`src/rtl/cacheline_adaptor.sv`:
```
`default_nettype none
// ============================================================================
//  Module   : cacheline_adaptor
//  Purpose  : Bridges 256-bit cache-line requests to a 4-beat x 64-bit burst
//             memory.  A write or read request is latched in IDLE, moved
//             over the burst port in ascending beat order (beat 0 = line
//             bits [63:0]) and acknowledged with a one-cycle pmem_resp.
//             Requests arriving while a transfer is in progress are ignored.
//  Ports    : clk, rst          - clock, synchronous active-high reset
//             pmem_*            - cache side (address, read/write, line data,
//                                 completion pulse)
//             burst_*           - memory side (aligned address, read/write
//                                 request, 64-bit beat data, beat handshake)
//             error             - set together with pmem_resp on watchdog abort
//  Options  : CACHELINE_ADAPTOR_TIMEOUT_EN - when defined, a watchdog aborts a
//             burst after TIMEOUT consecutive cycles without a beat.  When
//             undefined, bursts wait forever and error is tied low.
//  Revision : 1.0 - initial release
// ============================================================================
module cacheline_adaptor #(
    parameter int TIMEOUT = 255
) (
    input  logic         clk,
    input  logic         rst,
    input  logic [31:0]  pmem_address,
    input  logic         pmem_read,
    input  logic         pmem_write,
    input  logic [255:0] pmem_wdata,
    output logic [255:0] pmem_rdata,
    output logic         pmem_resp,
    output logic [31:0]  burst_address,
    output logic         burst_read,
    output logic         burst_write,
    output logic [63:0]  burst_wdata,
    input  logic [63:0]  burst_rdata,
    input  logic         burst_resp,
    output logic         error
);

    typedef enum logic [1:0] {
        IDLE  = 2'd0,
        READ  = 2'd1,
        WRITE = 2'd2,
        DONE  = 2'd3
    } state_e;

    // Clears the byte-within-line offset; the memory works on whole lines.
    localparam logic [31:0] C_LINE_MASK = 32'hFFFF_FFE0;

    state_e         state_q,       state_d;
    logic [1:0]     cnt_q,         cnt_d;
    logic [31:0]    addr_q,        addr_d;
    logic [255:0]   line_q,        line_d;
    logic [255:0]   rdata_q,       rdata_d;
    logic           pmem_resp_q,   pmem_resp_d;
    logic           burst_read_q,  burst_read_d;
    logic           burst_write_q, burst_write_d;
    logic [63:0]    wdata_q,       wdata_d;
    logic           timeout_hit;

`ifdef CACHELINE_ADAPTOR_TIMEOUT_EN
    // Counter only needs to reach TIMEOUT-1; the abort fires on the cycle
    // that would make it TIMEOUT.
    localparam int             C_WD_W    = (TIMEOUT < 2) ? 1 : $clog2(TIMEOUT);
    localparam logic [C_WD_W-1:0] C_WD_LAST = C_WD_W'(TIMEOUT - 1);

    logic [C_WD_W-1:0] wd_q, wd_d;
    logic              error_q, error_d;

    always_comb begin
        wd_d        = '0;
        timeout_hit = 1'b0;
        // Any beat, and any cycle outside READ/WRITE, restarts the count, so
        // entering a burst always begins from zero.
        if ((state_q == READ || state_q == WRITE) && !burst_resp) begin
            if (wd_q == C_WD_LAST) begin
                timeout_hit = 1'b1;
            end else begin
                wd_d = wd_q + 1'b1;
            end
        end
    end

    assign error_d = timeout_hit;

    always_ff @(posedge clk) begin
        if (rst) begin
            wd_q    <= '0;
            error_q <= 1'b0;
        end else begin
            wd_q    <= wd_d;
            error_q <= error_d;
        end
    end

    assign error = error_q;
`else
    assign timeout_hit = 1'b0;
    assign error       = 1'b0;
`endif

    always_comb begin
        state_d = state_q;
        cnt_d   = cnt_q;
        addr_d  = addr_q;
        line_d  = line_q;
        rdata_d = rdata_q;

        unique case (state_q)
            IDLE: begin
                // Write has priority when both requests are present.
                if (pmem_write) begin
                    addr_d  = pmem_address & C_LINE_MASK;
                    line_d  = pmem_wdata;
                    cnt_d   = 2'd0;
                    state_d = WRITE;
                end else if (pmem_read) begin
                    addr_d  = pmem_address & C_LINE_MASK;
                    cnt_d   = 2'd0;
                    state_d = READ;
                end
            end
            READ: begin
                if (burst_resp) begin
                    rdata_d[{cnt_q, 6'd0} +: 64] = burst_rdata;
                    cnt_d = cnt_q + 2'd1;
                    if (cnt_q == 2'd3) begin
                        state_d = DONE;
                    end
                end else if (timeout_hit) begin
                    state_d = DONE;
                end
            end
            WRITE: begin
                if (burst_resp) begin
                    cnt_d = cnt_q + 2'd1;
                    if (cnt_q == 2'd3) begin
                        state_d = DONE;
                    end
                end else if (timeout_hit) begin
                    state_d = DONE;
                end
            end
            DONE: begin
                state_d = IDLE;
            end
        endcase

        // Outputs are registered from the next-state view so they line up
        // exactly with the state they describe.
        pmem_resp_d   = (state_d == DONE);
        burst_read_d  = (state_d == READ);
        burst_write_d = (state_d == WRITE);
        wdata_d       = line_d[{cnt_d, 6'd0} +: 64];
    end

    always_ff @(posedge clk) begin
        if (rst) begin
            state_q       <= IDLE;
            cnt_q         <= 2'd0;
            addr_q        <= 32'd0;
            line_q        <= 256'd0;
            rdata_q       <= 256'd0;
            pmem_resp_q   <= 1'b0;
            burst_read_q  <= 1'b0;
            burst_write_q <= 1'b0;
            wdata_q       <= 64'd0;
        end else begin
            state_q       <= state_d;
            cnt_q         <= cnt_d;
            addr_q        <= addr_d;
            line_q        <= line_d;
            rdata_q       <= rdata_d;
            pmem_resp_q   <= pmem_resp_d;
            burst_read_q  <= burst_read_d;
            burst_write_q <= burst_write_d;
            wdata_q       <= wdata_d;
        end
    end

    assign pmem_rdata    = rdata_q;
    assign pmem_resp     = pmem_resp_q;
    assign burst_address = addr_q;
    assign burst_read    = burst_read_q;
    assign burst_write   = burst_write_q;
    assign burst_wdata   = wdata_q;

endmodule
`default_nettype wire

```
`config.mk`:
```
export PLATFORM = sky130hd
export DESIGN_NAME = cacheline_adaptor
export DESIGN_NICKNAME = d
export VERILOG_FILES = /design/src/rtl/cacheline_adaptor.sv
export SDC_FILE = /design/constraint.sdc
export NUM_CORES = 1
export LEC_CHECK = 0
export CAP_MARGIN = 25
export CORE_AREA = 2 2 280 282
export CTS_CLUSTER_DIAMETER = 30
export DETAILED_ROUTE_END_ITERATION = 7
export DIE_AREA = 0 0 282 284
export PLACE_DENSITY = 0.6
export REMOVE_ABC_BUFFERS = 1
export SETUP_SLACK_MARGIN = 0.3
export SKIP_CTS_REPAIR_TIMING = 1
export SYNTH_ARGS = -nofsm -noshare
export SYNTH_HDL_FRONTEND = slang
export SYNTH_SLANG_ARGS = --single-unit
```
`constraint.sdc`:
```
create_clock -name clk -period 3.1 [get_ports clk]
set_clock_uncertainty 0.1 [all_clocks]
set_input_delay 0.62 -clock clk [delete_from_list [all_inputs] [get_ports clk]]
set_output_delay 0.62 -clock clk [all_outputs]
set_load 0.02 [all_outputs]
```
==> run notes, run 1 <==
The implementation run finished. In this run the power spent charging and discharging nets is 0.00628 W. The number of cells on the worst reg-to-reg path is 9. Per the synth stats, the proportion of register bits with asynchronous set or reset is 0%. Ranking logic cells in the layout by count gives the top entries 700 x clkdlybuf4s50_1, 610 x dfxtp_1, 518 x nor2_1, 320 x mux2i_1, 256 x a22oi_1.

Clock net sink count landed at 610. Routed signal wires occupy layers up through met5. Placeable core region landed at 77,000 sq um. For this run, global-route usage on met1 was measured as 21.7%. Global-route wire length before repair landed at 117 mm. Summing over the stages, the warning tally comes to 40. Per the final report, the share of cell area in non-clock buffers is 22.3%. Clock transition at the register clock pins on the worst setup and hold paths after CTS landed at 0.04 ns.

Post-placement cell area landed at 30,400 sq um. Traced cell by cell, the critical path runs through clkdlybuf4s50_1. The run finished with clean final reports.

After legalization and detailed placement, the total HPWL measured 53.1 mm. Mean number of vias per cell landed at 4.67. Looking at the area split, the leading class of cells is registers.

Before placement the cells fill 28.5% of the core. Number of non-clock buffers in the layout landed at 773. Routed wire length on met3 landed at 8.96 mm. The number of cells on the worst hold path is listed as 2. Count of sequential standard cells landed at 610. After filler insertion, the fill cell instance count of the layout stands at 7,316. The startpoint identified for the worst register-to-register timing path is cnt_q[0]$_SDFF_PP0_. Met2 wire length landed at 36.2 mm.

Of the synthesized area, sequential elements account for 55.7%. In this run the maximum-capacitance check reported violations numbering 0. The critical path ends at burst_wdata[4]. Starting DRC count in detailed routing landed at 883. Fraction of power spent switching nets landed at 24.2%.

Among the non-sequential cells, multiplexers take the most area. Number of register bits inferred by synthesis landed at 610. Share of the clock period used by the worst path landed at 86.8%. Post-synth tally of flip-flops with integrated enable landed at 0.

Per the Yosys statistics, synthesis produced 2,213 cells. The timing report shows that the slowest cell on the worst path is clkdlybuf4s50_1. Number of levels the H-tree was split into landed at 4. Per the post-route antenna check, the number of violating nets is 0. The final hold violation count recorded for this run is 0. For this run the top cell type by instance count after synthesis was dfxtp_1.

Total power density per cell area landed at 736 nW/um^2. The worst hold path terminates at line_q[50]$_SDFF_PP0_. Summing all multiplexer cells gives an area fraction of 14.6%. Number of max-slew violations in the final report landed at 0. STA puts the critical path data arrival time at 1.97 ns. Averaged over all synthesized cells, the footprint is 9.90 sq um. Area of the mapped netlist landed at 21,900 sq um.
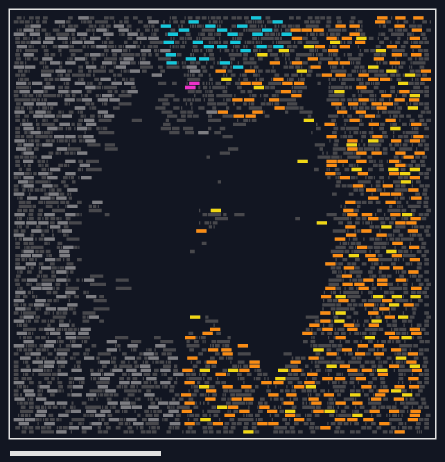
**Above:** run 1 (register map, names as in the netlist).
The bar under the picture is 100 um long.
| signal | color | placed flops |
|---|---|---|
| burst_wdata | yellow | 64 |
| state_q | magenta | 2 |
| line_q | orange | 256 |
| burst_address | cyan | 27 |
not colored: 261
final design utilization: 45.9%
sequential cell area in the final layout: 12,200 sq um

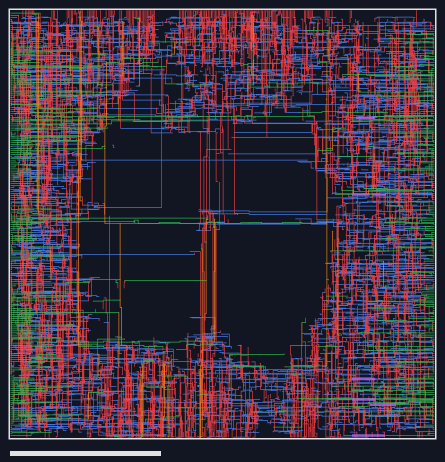
**Above:** run 1 (wiring by layer).
The bar under the picture is 100 um long.
| layer | color | wire length |
|---|---|---|
| M5 | purple | 92.0 um |
| M2 | red | 36.2 mm |
| M3 | green | 8,960 um |
| M4 | orange | 2,240 um |
| M1 | blue | 31.8 mm |
total global routing track utilization: 19.0%
total via count in the routed design: 19,200
mean routed wirelength per cell: 19.3 um
Post-Route WL: 79.2 mm

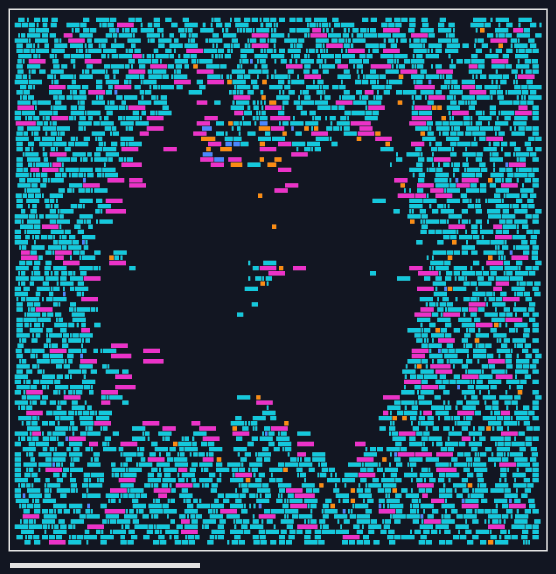
**Above:** run 1 (drive-strength map).
The bar under the picture is 100 um long.
| size | color | cells | share | most used |
|---|---|---|---|---|
| x1 and smaller | cyan | 2,741 | 90% | clkdlybuf4s50_1 |
| x3 and x4 | orange | 64 | 2.1% | buf_4 |
| x2 | blue | 33 | 1.1% | clkinv_2 |
| x6 and larger | magenta | 222 | 7.3% | clkbuf_16 |
area growth from synthesis to layout: 61.1%
area of all placed cells without fillers: 35,300 sq um
worst setup slack after layout: 0.408 ns

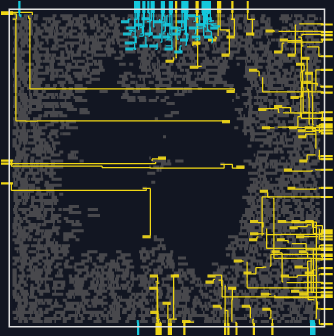
**Above:** run 1 (nets reached from selected ports).
| port | color | bits | direction | edge | end cells | wire |
|---|---|---|---|---|---|---|
| burst_wdata | yellow | 64 | output | 41 right, 11 bottom, 7 top, 5 left | 64 | 3,840 um |
| burst_address | cyan | 32 | output | 28 top, 4 bottom | 32 | 764 um |
total of buffers placed on input and output ports: 701
I/O pin count: 713

**Run 1: clock nets**

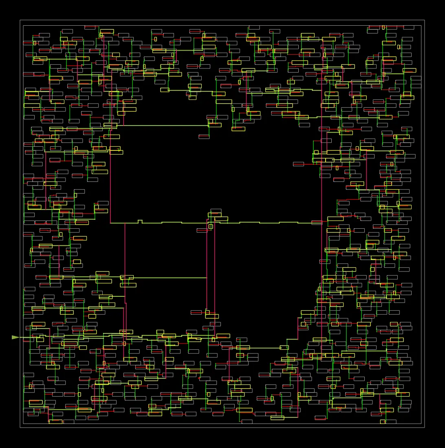

==> run 2, diff against run 1 <==
Settings changed: HOLD_SLACK_MARGIN from default to 0.06, PLACE_DENSITY 0.6 to default, PLACE_DENSITY_LB_ADDON from default to 0.08.
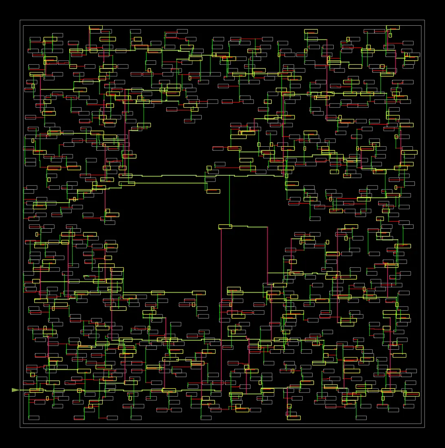
**Above:** run 2 (clock nets).
total of clock buffers placed in the layout: 208
total number of clock tree sinks: 610
reported clock group power: 0.0164 W

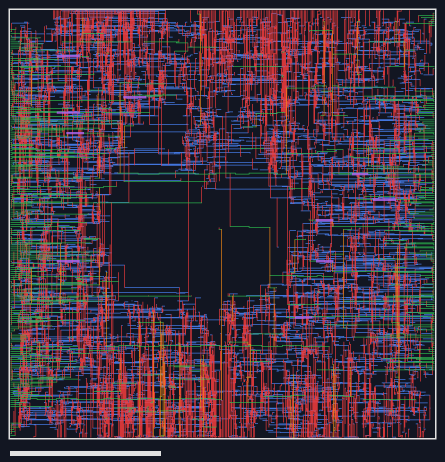
**Above:** run 2 (wiring by layer).
The bar under the picture is 100 um long.
| layer | color | wire length |
|---|---|---|
| M3 | green | 8,140 um |
| M4 | orange | 1,910 um |
| M2 | red | 40.8 mm |
| M1 | blue | 33.6 mm |
| M5 | purple | 119 um |
mean routed wirelength per cell: 20.6 um
total global routing track utilization: 20.5%

==> run 2 against run 1 <==
Against the previous run:
- core utilization grew 0.65 points
- final area rose by 1.4%
- first-iteration DRC count grew 24%
- cell count is essentially flat
- non-clock buffer count decreased by 19
- worst hold slack worse by 0.014 ns
- sequential share of layout area fell by 0.49 points
- critical path depth stayed put
- power grew 5.4%
- routed wire length up 6.8%
==> run notes, run 2 <==
The implementation run finished. The run finished with clean final reports. The final cell utilization of the core was 46.5% (+0.65 points). Yosys cell count landed at 2,213 (unchanged). The met2 wire length was 40.8 mm (+13%).

Post-synthesis average cell area landed at 9.90 sq um (unchanged). The share of the clock period used by the worst path is 79.9% (-6.9 points). The total of fill cells in the finished design came to 7,234 (-1.1%). The effective utilization at floorplan is 28.5% (unchanged). Per STA, the endpoint of the critical path is pmem_rdata[38]. Path depth of the worst reg2reg path landed at 8 (-1).

Leaving out fill and tap cells, the most frequent cells in the layout are 700 x clkdlybuf4s50_1, 610 x dfxtp_1, 518 x nor2_1, 320 x mux2i_1, 256 x a22oi_1. Reported net switching power landed at 0.00658 W (+4.7%). The count of sequential standard cells is 610 (unchanged). The post-placement cell area came to 30,300 sq um (-0.15%). The slowest stage of the critical path belongs to the cell clkdlybuf4s50_1.

Non-clock buffer share of cell area landed at 21.9% (-0.40 points). Number of register bits inferred by synthesis landed at 610 (unchanged). Number of hold violations in the final report landed at 0 (unchanged). The worst path arrival time is 1.76 ns (-0.21 ns). Portion of the post-synthesis area used by sequential elements landed at 55.7% (unchanged).

Number of cells on the worst hold path landed at 2 (unchanged). Detailed placement HPWL landed at 55.7 mm (+4.9%). The total power density per cell area was 765 nW/um^2 (+3.9%).

The wire length reported by the detailed router came to 84.6 mm (+6.8%). Placeable core region landed at 77,000 sq um (unchanged). The post-synth tally of flip-flops with integrated enable came to 0 (unchanged). The fraction of power spent switching nets came to 24.0% (-0.15 points).
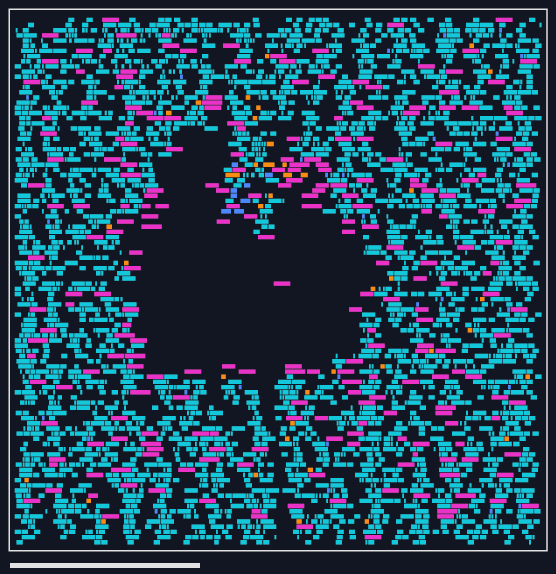
**Above:** run 2 (drive-strength map).
The bar under the picture is 100 um long.
| size | color | cells | share | most used |
|---|---|---|---|---|
| x2 | blue | 37 | 1.2% | clkinv_2 |
| x6 and larger | magenta | 249 | 8.1% | clkbuf_16 |
| x1 and smaller | cyan | 2,737 | 89% | clkdlybuf4s50_1 |
| x3 and x4 | orange | 40 | 1.3% | buf_4 |
area growth from synthesis to layout: 63.4%
count of buffers not belonging to the clock network in the layout: 754
area of all placed cells without fillers: 35,800 sq um
worst setup slack after layout: 0.623 ns

Power is estimated from default activity; no workload was simulated.
